`config.mk`:
```
export PLATFORM = sky130hd
export DESIGN_NAME = seg_scan
export DESIGN_NICKNAME = d
export VERILOG_FILES = /design/src/rtl/seg_scan.sv
export SDC_FILE = /design/constraint.sdc
export NUM_CORES = 1
export LEC_CHECK = 0
export CAP_MARGIN = 5
export CELL_PAD_IN_SITES_DETAIL_PLACEMENT = 1
export CELL_PAD_IN_SITES_GLOBAL_PLACEMENT = 2
export CORE_ASPECT_RATIO = 1.75
export CORE_MARGIN = 10
export CORE_UTILIZATION = 39
export DETAILED_ROUTE_END_ITERATION = 10
export DONT_BUFFER_PORTS = 1
export GPL_TIMING_DRIVEN = 0
export PLACE_DENSITY = 0.8
export SYNTH_ARGS = -nofsm -noshare
export SYNTH_HDL_FRONTEND = slang
export SYNTH_SLANG_ARGS = --single-unit
export TNS_END_PERCENT = 30
```
`constraint.sdc`:
```
create_clock -name scan_clk_i -period 3.32 [get_ports scan_clk_i]
set_input_delay 0.498 -clock scan_clk_i [delete_from_list [all_inputs] [get_ports scan_clk_i]]
set_output_delay 0.498 -clock scan_clk_i [all_outputs]
set_load 0.05 [all_outputs]
```
`src/rtl/seg_scan.sv`:
```
// Four-digit multiplexed 7-segment scanner with per-frame input snapshot, dead time and blink.
// Latency: outputs registered, reflecting the scan state one cycle after it is left; no backpressure.
module seg_scan #(
    parameter int PRESCALE       = 8,
    parameter int DEAD           = 1,
    parameter int BLINK_FRAMES   = 16,
    parameter bit SEG_ACTIVE_LOW = 1'b1
) (
    input  logic        scan_clk_i,
    input  logic        reset_n_i,
    input  logic [15:0] digits_i,
    input  logic [3:0]  dp_in_i,
    input  logic [3:0]  blink_mask_i,
    input  logic        blink_en_i,
    output logic [6:0]  seg_out_o,
    output logic        dp_out_o,
    output logic [3:0]  dig_sel_o,
    output logic        frame_start_o
);

    localparam int DIV_W = $clog2(PRESCALE);
    localparam int BF_W  = (BLINK_FRAMES > 1) ? $clog2(BLINK_FRAMES) : 1;

    localparam logic [DIV_W-1:0] DIV_LAST = DIV_W'(PRESCALE - 1);
    localparam logic [DIV_W:0]   LIT_END  = (DIV_W + 1)'(PRESCALE - DEAD);
    localparam logic [BF_W-1:0]  BF_LAST  = BF_W'(BLINK_FRAMES - 1);
    localparam logic [6:0]       SEG_OFF  = SEG_ACTIVE_LOW ? 7'h7F : 7'h00;
    localparam logic             DP_OFF   = SEG_ACTIVE_LOW;

    function automatic logic [6:0] hex_to_seg(input logic [3:0] code);
        logic [6:0] seg;
        case (code)
            4'h0: seg = 7'h3F;
            4'h1: seg = 7'h06;
            4'h2: seg = 7'h5B;
            4'h3: seg = 7'h4F;
            4'h4: seg = 7'h66;
            4'h5: seg = 7'h6D;
            4'h6: seg = 7'h7D;
            4'h7: seg = 7'h07;
            4'h8: seg = 7'h7F;
            4'h9: seg = 7'h6F;
            4'hA: seg = 7'h77;
            4'hB: seg = 7'h7C;
            4'hC: seg = 7'h39;
            4'hD: seg = 7'h5E;
            4'hE: seg = 7'h79;
            default: seg = 7'h71;
        endcase
        return seg;
    endfunction

    // Scan position, blink phase and per-frame snapshot.
    logic [DIV_W-1:0] div_q, div_d;
    logic [1:0]       idx_q, idx_d;
    logic [BF_W-1:0]  fcnt_q, fcnt_d;
    logic             phase_q, phase_d;
    logic [15:0]      sh_digits_q;
    logic [3:0]       sh_dp_q;
    logic [3:0]       sh_mask_q;

    logic [6:0]       seg_q, seg_d;
    logic             dp_q, dp_d;
    logic [3:0]       sel_q, sel_d;
    logic             fs_q, fs_d;

    logic             frame_head;
    logic             div_last;
    logic             frame_last;
    logic [15:0]      cur_digits;
    logic [3:0]       cur_dp;
    logic [3:0]       cur_mask;
    logic [3:0]       cur_code;
    logic             lit_win;
    logic             suppress;
    logic             lit;
    logic [6:0]       seg_act;

    always_comb begin
        frame_head = (div_q == '0) && (idx_q == 2'd0);
        div_last   = (div_q == DIV_LAST);
        frame_last = div_last && (idx_q == 2'd3);

        // The frame-start cycle decodes from the live inputs it is capturing.
        cur_digits = frame_head ? digits_i     : sh_digits_q;
        cur_dp     = frame_head ? dp_in_i      : sh_dp_q;
        cur_mask   = frame_head ? blink_mask_i : sh_mask_q;
        cur_code   = cur_digits[{idx_q, 2'b00} +: 4];

        lit_win  = ({1'b0, div_q} < LIT_END);
        suppress = blink_en_i & phase_q & cur_mask[idx_q];
        lit      = lit_win & ~suppress;

        seg_act = lit ? hex_to_seg(cur_code) : 7'h00;
        seg_d   = SEG_ACTIVE_LOW ? ~seg_act : seg_act;
        dp_d    = (lit & cur_dp[idx_q]) ^ SEG_ACTIVE_LOW;
        sel_d   = lit ? ~(4'b0001 << idx_q) : 4'hF;
        fs_d    = frame_head;

        div_d   = div_last ? '0 : div_q + 1'b1;
        idx_d   = div_last ? idx_q + 2'd1 : idx_q;
        fcnt_d  = fcnt_q;
        phase_d = phase_q;
        // The blink phase changes only across a frame boundary.
        if (frame_last) begin
            if (fcnt_q == BF_LAST) begin
                fcnt_d  = '0;
                phase_d = ~phase_q;
            end else begin
                fcnt_d  = fcnt_q + 1'b1;
            end
        end
    end

    always_ff @(posedge scan_clk_i) begin
        if (!reset_n_i) begin
            div_q       <= '0;
            idx_q       <= 2'd0;
            fcnt_q      <= '0;
            phase_q     <= 1'b0;
            sh_digits_q <= 16'h0000;
            sh_dp_q     <= 4'h0;
            sh_mask_q   <= 4'h0;
            seg_q       <= SEG_OFF;
            dp_q        <= DP_OFF;
            sel_q       <= 4'hF;
            fs_q        <= 1'b0;
        end else begin
            div_q   <= div_d;
            idx_q   <= idx_d;
            fcnt_q  <= fcnt_d;
            phase_q <= phase_d;
            if (frame_head) begin
                sh_digits_q <= digits_i;
                sh_dp_q     <= dp_in_i;
                sh_mask_q   <= blink_mask_i;
            end
            seg_q <= seg_d;
            dp_q  <= dp_d;
            sel_q <= sel_d;
            fs_q  <= fs_d;
        end
    end

    assign seg_out_o     = seg_q;
    assign dp_out_o      = dp_q;
    assign dig_sel_o     = sel_q;
    assign frame_start_o = fs_q;

endmodule

```
**Signal wires on met1**

Cells faint in the background.
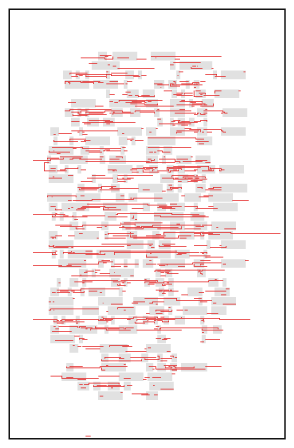
The longest straight run is 24.4 um. 265 nets have wire on it.

**Met2 routing**

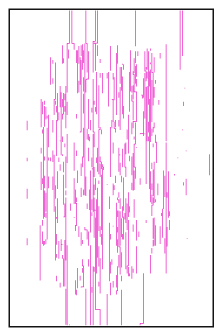
The wires run mostly vertical. The longest straight run is 59.2 um.
Routed WL: 5.688 mm
Vias: 1734
routing usage on met2: 0.2228

==> run summary <==
yosys + openroad results -> Post-layout nets between 200 and 300, final worst clock skew 12.45 ps, CP endpoint seg_out_o[4]$_SDFF_PN1_, startpoint types register, Setup Buffers After CTS 1, met3 usage 0.03997, buffer share of cell area 0.04913, max FFs per register 16, Reg power frac 0.492, seq pwr between 0.0006 and 0.0007 W, aoi share 0.1322, CP Max Fanout 14, Multi-input gate area approximately 1300 um2, highest routed layer met4, max_slew headroom 0.6640, crit path kind register to register, multi-input combinational area share 0.5026, cells in synth_stat.txt 240, DR DRC count 0, Resized cells post-CTS 5, Mux cell area share 0.1658, outcome finished, final reports clean, post-route cell area 2674 um2, # setup viols final 0, diode count 0, CTS max path bufs 2, Pwr top registers
Power is estimated from default activity; no workload was simulated.
